===== config.mk =====
export PLATFORM = sky130hd
export DESIGN_NAME = alu_rr_scheduler
export DESIGN_NICKNAME = d
export VERILOG_FILES = /design/src/rtl/alu_rr_scheduler.sv
export SDC_FILE = /design/constraint.sdc
export NUM_CORES = 1
export LEC_CHECK = 0
export CAP_MARGIN = 40
export CELL_PAD_IN_SITES_DETAIL_PLACEMENT = 1
export CELL_PAD_IN_SITES_GLOBAL_PLACEMENT = 1
export CORE_MARGIN = 5
export CORE_UTILIZATION = 28
export CTS_BUF_LIST = sky130_fd_sc_hd__clkbuf_8
export CTS_CLUSTER_SIZE = 8
export DETAILED_ROUTE_END_ITERATION = 16
export HOLD_SLACK_MARGIN = 0.12
export PLACE_DENSITY_LB_ADDON = 0.15
export RECOVER_POWER = 100
export SKIP_CTS_REPAIR_TIMING = 1
export SLEW_MARGIN = 20
export SYNTH_ARGS = -nofsm -noshare
export SYNTH_HDL_FRONTEND = slang
export SYNTH_SLANG_ARGS = --single-unit
export TNS_END_PERCENT = 5

===== constraint.sdc =====
create_clock -name clk -period 2.3 [get_ports clk]
set_clock_uncertainty 0.05 [all_clocks]
set_input_delay 0.69 -clock clk [delete_from_list [all_inputs] [get_ports clk]]
set_output_delay 0.69 -clock clk [all_outputs]
set_load 0.05 [all_outputs]

===== src/rtl/alu_rr_scheduler.sv =====
// alu_rr_scheduler: shares one registered 8-bit ALU among NREQ requesters.
// Requests are granted round-robin, one operation at a time is sequenced
// through the ALU, and the 16-bit result returns on a common valid/ready
// response channel tagged with the owning requester index.
// Optional build macro: ALU_DIV_ZERO_CHECK_EN -- divide/modulo by zero is
// answered directly with 16'hFFFF and rsp_err=1 instead of reaching the ALU.
module alu_rr_scheduler #(
  parameter  int NREQ    = 4,
  parameter  int ALU_LAT = 1,
  localparam int IDW     = $clog2(NREQ)
) (
  input  logic              clk,
  input  logic              rst,
  input  logic [NREQ-1:0]   req_valid,
  output logic [NREQ-1:0]   req_ready,
  input  logic [NREQ*8-1:0] req_a,
  input  logic [NREQ*8-1:0] req_b,
  input  logic [NREQ*4-1:0] req_oper,
  output logic [7:0]        alu_a,
  output logic [7:0]        alu_b,
  output logic [3:0]        alu_oper,
  input  logic [7:0]        alu_msb,
  input  logic [7:0]        alu_lsb,
  output logic              rsp_valid,
  input  logic              rsp_ready,
  output logic [IDW-1:0]    rsp_id,
  output logic [15:0]       rsp_data,
  output logic              rsp_err,
  output logic              busy
);

  // Wait counter must hold ALU_LAT (up to 8).
  localparam int CW = 4;

  typedef enum logic [1:0] {
    IDLE,
    ISSUE,
    WAIT,
    RESP
  } state_t;

  state_t          state;
  state_t          state_n;
  logic [IDW-1:0]  last_grant;
  logic [IDW-1:0]  op_id;
  logic [CW-1:0]   wait_cnt;

  // Unpacked views of the per-requester payload buses.
  logic [7:0]      a_arr    [NREQ];
  logic [7:0]      b_arr    [NREQ];
  logic [3:0]      oper_arr [NREQ];

  logic            grant_found;
  logic [IDW-1:0]  grant_idx;
  logic [IDW-1:0]  cand;
  logic [7:0]      sel_a;
  logic [7:0]      sel_b;
  logic [3:0]      sel_oper;
  logic            div_zero;

  logic            grant_fire;
  logic            dz_fire;
  logic            wait_done;
  logic            rsp_fire;

  // Split the packed request buses into per-requester fields.
  always_comb begin
    for (int i = 0; i < NREQ; i++) begin
      a_arr[i]    = req_a[8*i +: 8];
      b_arr[i]    = req_b[8*i +: 8];
      oper_arr[i] = req_oper[4*i +: 4];
    end
  end

  // Round-robin search: first valid requester after last_grant, wrapping.
  always_comb begin
    grant_found = 1'b0;
    grant_idx   = '0;
    cand        = '0;
    for (int k = 1; k <= NREQ; k++) begin
      cand = IDW'((int'(last_grant) + k) % NREQ);
      if (!grant_found && req_valid[cand]) begin
        grant_found = 1'b1;
        grant_idx   = cand;
      end
    end
  end

  assign sel_a    = a_arr[grant_idx];
  assign sel_b    = b_arr[grant_idx];
  assign sel_oper = oper_arr[grant_idx];

`ifdef ALU_DIV_ZERO_CHECK_EN
  // Opcodes 0x3 (divide) and 0x4 (modulo) with a zero divisor never reach the ALU.
  assign div_zero = ((sel_oper == 4'h3) || (sel_oper == 4'h4)) && (sel_b == 8'h00);
`else
  assign div_zero = 1'b0;
`endif

  // Next-state decode and single-cycle strobes for the datapath registers.
  always_comb begin
    state_n    = state;
    grant_fire = 1'b0;
    dz_fire    = 1'b0;
    wait_done  = 1'b0;
    rsp_fire   = 1'b0;
    unique case (state)
      IDLE: begin
        if (grant_found) begin
          grant_fire = 1'b1;
          if (div_zero) begin
            dz_fire = 1'b1;
            state_n = RESP;
          end else begin
            state_n = ISSUE;
          end
        end
      end
      ISSUE: begin
        state_n = WAIT;
      end
      WAIT: begin
        if (wait_cnt == CW'(1)) begin
          wait_done = 1'b1;
          state_n   = RESP;
        end
      end
      RESP: begin
        // No grant in the handshake cycle: the next search happens in IDLE.
        if (rsp_ready) begin
          rsp_fire = 1'b1;
          state_n  = IDLE;
        end
      end
      default: begin
        state_n = IDLE;
      end
    endcase
  end

  // Grant is combinational and only ever offered while idle, so at most one bit is set.
  always_comb begin
    req_ready = '0;
    if (grant_fire) begin
      req_ready[grant_idx] = 1'b1;
    end
  end

  assign busy = (state != IDLE);

  // FSM state register.
  always_ff @(posedge clk) begin
    if (rst) begin
      state <= IDLE;
    end else begin
      state <= state_n;
    end
  end

  // Arbitration pointer, ALU latency counter and response valid.
  always_ff @(posedge clk) begin
    if (rst) begin
      last_grant <= IDW'(NREQ - 1);
      wait_cnt   <= '0;
      rsp_valid  <= 1'b0;
    end else begin
      if (grant_fire) begin
        last_grant <= grant_idx;
      end
      if (state == ISSUE) begin
        wait_cnt <= CW'(ALU_LAT);
      end else if (state == WAIT) begin
        wait_cnt <= wait_cnt - CW'(1);
      end
      if (wait_done || dz_fire) begin
        rsp_valid <= 1'b1;
      end else if (rsp_fire) begin
        rsp_valid <= 1'b0;
      end
    end
  end

  // Owner of the in-flight op; only meaningful between grant and response.
  always_ff @(posedge clk) begin
    if (grant_fire) begin
      op_id <= grant_idx;
    end
  end

  // ALU operand registers: loaded only when an op is actually issued.
  always_ff @(posedge clk) begin
    if (rst) begin
      alu_a    <= '0;
      alu_b    <= '0;
      alu_oper <= '0;
    end else if (grant_fire && !div_zero) begin
      alu_a    <= sel_a;
      alu_b    <= sel_b;
      alu_oper <= sel_oper;
    end
  end

  // Response payload: ALU result at the end of WAIT, or the fixed error word.
  always_ff @(posedge clk) begin
    if (rst) begin
      rsp_data <= '0;
      rsp_id   <= '0;
    end else if (wait_done) begin
      rsp_data <= {alu_msb, alu_lsb};
      rsp_id   <= op_id;
    end else if (dz_fire) begin
      rsp_data <= 16'hFFFF;
      rsp_id   <= grant_idx;
    end
  end

`ifdef ALU_DIV_ZERO_CHECK_EN
  // Error flag rises with a short-circuited response and drops on its handshake.
  always_ff @(posedge clk) begin
    if (rst) begin
      rsp_err <= 1'b0;
    end else if (dz_fire) begin
      rsp_err <= 1'b1;
    end else if (wait_done || rsp_fire) begin
      rsp_err <= 1'b0;
    end
  end
`else
  assign rsp_err = 1'b0;
`endif

endmodule

==> flow_metrics.py <==
# Physical implementation metrics
metrics = {
    "logic_synthesis": {
        "synth-adder-area-share_pct": 3.40,
        "top_cell_area_share_pct": 36.5,
        "yosysMostFrequentCell": "dfxtp_1",
        "synth-seq-cells": 49,
        "yosysWarningCount": 0,
        "common_cells": "dfxtp_1 (47), nand2_1 (44), nor2_1 (33), a21oi_1 (22), mux2i_1 (22)",
        "top_area_cell": "dfxtp_1",
        "synthTopCellsByArea": "dfxtp_1 (37%), mux2_4 (8.7%), mux2i_1 (8.5%)",
        "floorplan.nets": 386,
        "syn_inst": 276,
        "top_logic_kind": "multiplexers",
    },
    "final_timing": {
        "fin_setup_tns_ns": -0.675,
        "whs_ns": 0.409,
        "setup_viol": 4,
        "tightestPinTransition_ns": 0.763,
        "fin_ws_ns": -0.200,
        "hold_viol": 0,
        "fin_crit_ns": 2.50,
    },
    "die": {
        "rows": 35,
        "core_area_um2": 9110,
    },
    "placement": {
        "gp_congestion": 0.757,
    },
    "final_layout": {
        "nNetsFinal": 545,
        "nFillCells": 1053,
        "drive_above_1_share_pct": 18.6,
        "area_growth_pct": 75.0,
        "buffer_area_share_pct": 38.4,
        "clkbuf_count": 5,
    },
    "route": {
        "drc_errors": 0,
        "drt-vias-per-instance": 4.80,
    },
    "global_routing": {
        "grt_overflow": 0,
    },
    "critical_path": {
        "critPathLaunchType": "primary input",
        "crit_buf_inv": 2,
        "worstReg2RegEnd": "alu_a[0]",
        "cpLargestDelayFamily": "simple AND/OR/NAND/NOR gates",
    },
    "clock_tree": {
        "clock_latency_ns": 0.30,
        "clk_path_buf_depth": 2,
        "cts_tree": "done",
    },
    "status": {
        "violations": "negative setup slack",
        "status": "complete, but fails checks",
    },
    "power": {
        "p_int_w": 0.00268,
    },
    "flow_run": {
        "openroad.warnings": 33,
    },
}
flip-flops by register name, indices dropped and copies added, names as in the netlist:
signal	cells
op_id	2
alu_b	8
state	2
rsp_valid	1
alu_a	8
rsp_data	16
wait_cnt	4
rsp_id	2
last_grant	2
alu_oper	4
through the flow:
step | utilization, % | instance area (um2) | total power (W) | cells | setup slack, ns
after global placement | 47.8 | 4360 | 0.00416 | 536 | -0.667
final | 49.5 | 4510 | 0.00480 | 548 | -0.200
after CTS | 48.8 | 4450 | 0.00476 | 544 | -0.699
after global routing | 49.5 | 4510 | 0.00507 | 548 | -0.314
after floorplan | - | 2630 | 0.00313 | 276 | -0.191
after detailed placement | 47.8 | 4360 | 0.00421 | 536 | -0.703
worst max path at each step:
| stage | slack [ns] | end | depth (start not counted) |
|---|---|---|---|
| 6_report | -0.20 | req_ready[2] | 6 |
| 3_5_place_dp | -0.70 | req_ready[2] | 6 |
| 2_1_floorplan | -0.19 | req_ready[3] | 5 |
| 4_1_cts | -0.70 | req_ready[2] | 6 |
| 5_1_grt | -0.31 | req_ready[2] | 6 |
| 3_3_place_gp | -0.67 | req_ready[2] | 6 |
worst register-to-register path, cell delays in order (launching register included):
cell,delay [ns]
dfxtp_2,0.37
buf_4,0.16
nand2b_1,0.17
a31oi_4,0.28
buf_4,0.17
buf_6,0.14
buf_12,0.16
mux2_4,0.30
a221o_1,0.29
routing by layer:
metal / share of wire [%] / vias to the layer above / GRT usage, %
met4: 1.1 / 0 / 3.98
met2: 55 / 73 / 28.1
li1: - / 1284 / -
met5: 0 / - / 0
met1: 40 / 1266 / 17.3
met3: 4.6 / 6 / 3.34
m1.png
The bar under the picture is 20 um long.
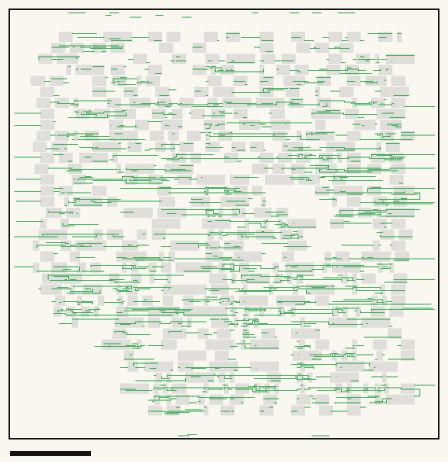
The wires run mostly horizontal. The longest straight run is 35.9 um. The layer holds 40% of the routed length. The layer carries 3520 um of wire. 481 nets have wire on it.
DR vias: 2629
Total Wirelength: 8.90 mm
GR Util met1: 17.3%

m2.png
The bar under the picture is 20 um long.
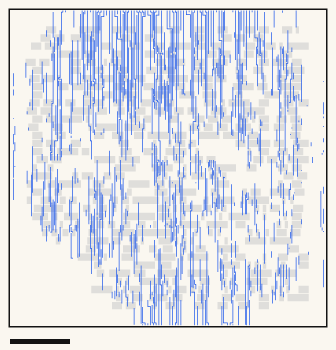
482 nets have wire on it. The longest straight run is 41.6 um. The wires run mostly vertical.
met2 usage: 28.1%

m3.png
The bar under the picture is 20 um long.
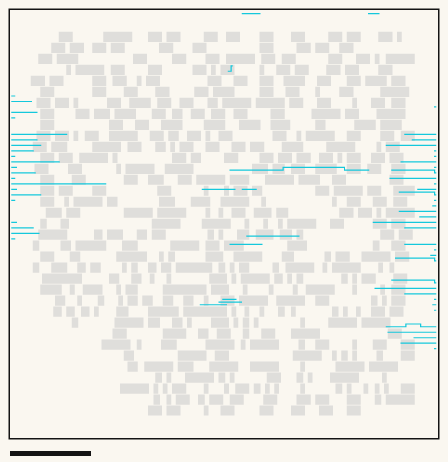
The wires run mostly horizontal. The layer carries 406 um of wire. The layer holds 4.6% of the routed length. 63 nets have wire on it. The longest straight run is 23.2 um.
met3 Track Usage GR: 3.34%

congestion_map.png
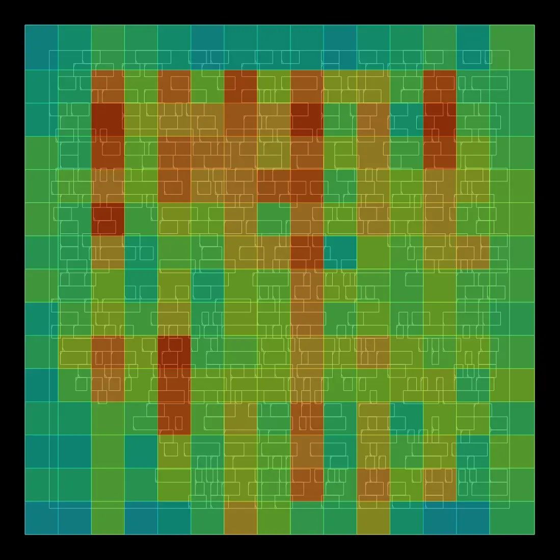
Routed wire per std cell: 16.2 um
final core occ: 49.5%
GRT Total Usage: 15.1%
GR peak layer: met2

pinout.png
The bar under the picture is 20 um long. Pins as bars across the die edge, other pins in gray.
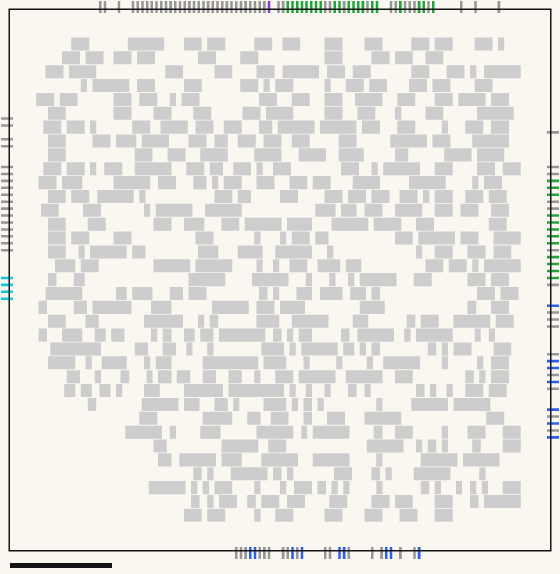
Key: cyan = req_valid [pins 4, direction input, edge left]; purple = rst [pins 1, direction input, edge top]; green = req_a [pins 32, direction input, edge 20 top, 12 right]; blue = rsp_data [pins 16, direction output, edge 9 bottom, 7 right]
PortBufs: 146
die width: 106 um
die y size: 106 um

No activity file was given, so power comes from the tool's default toggle rates.
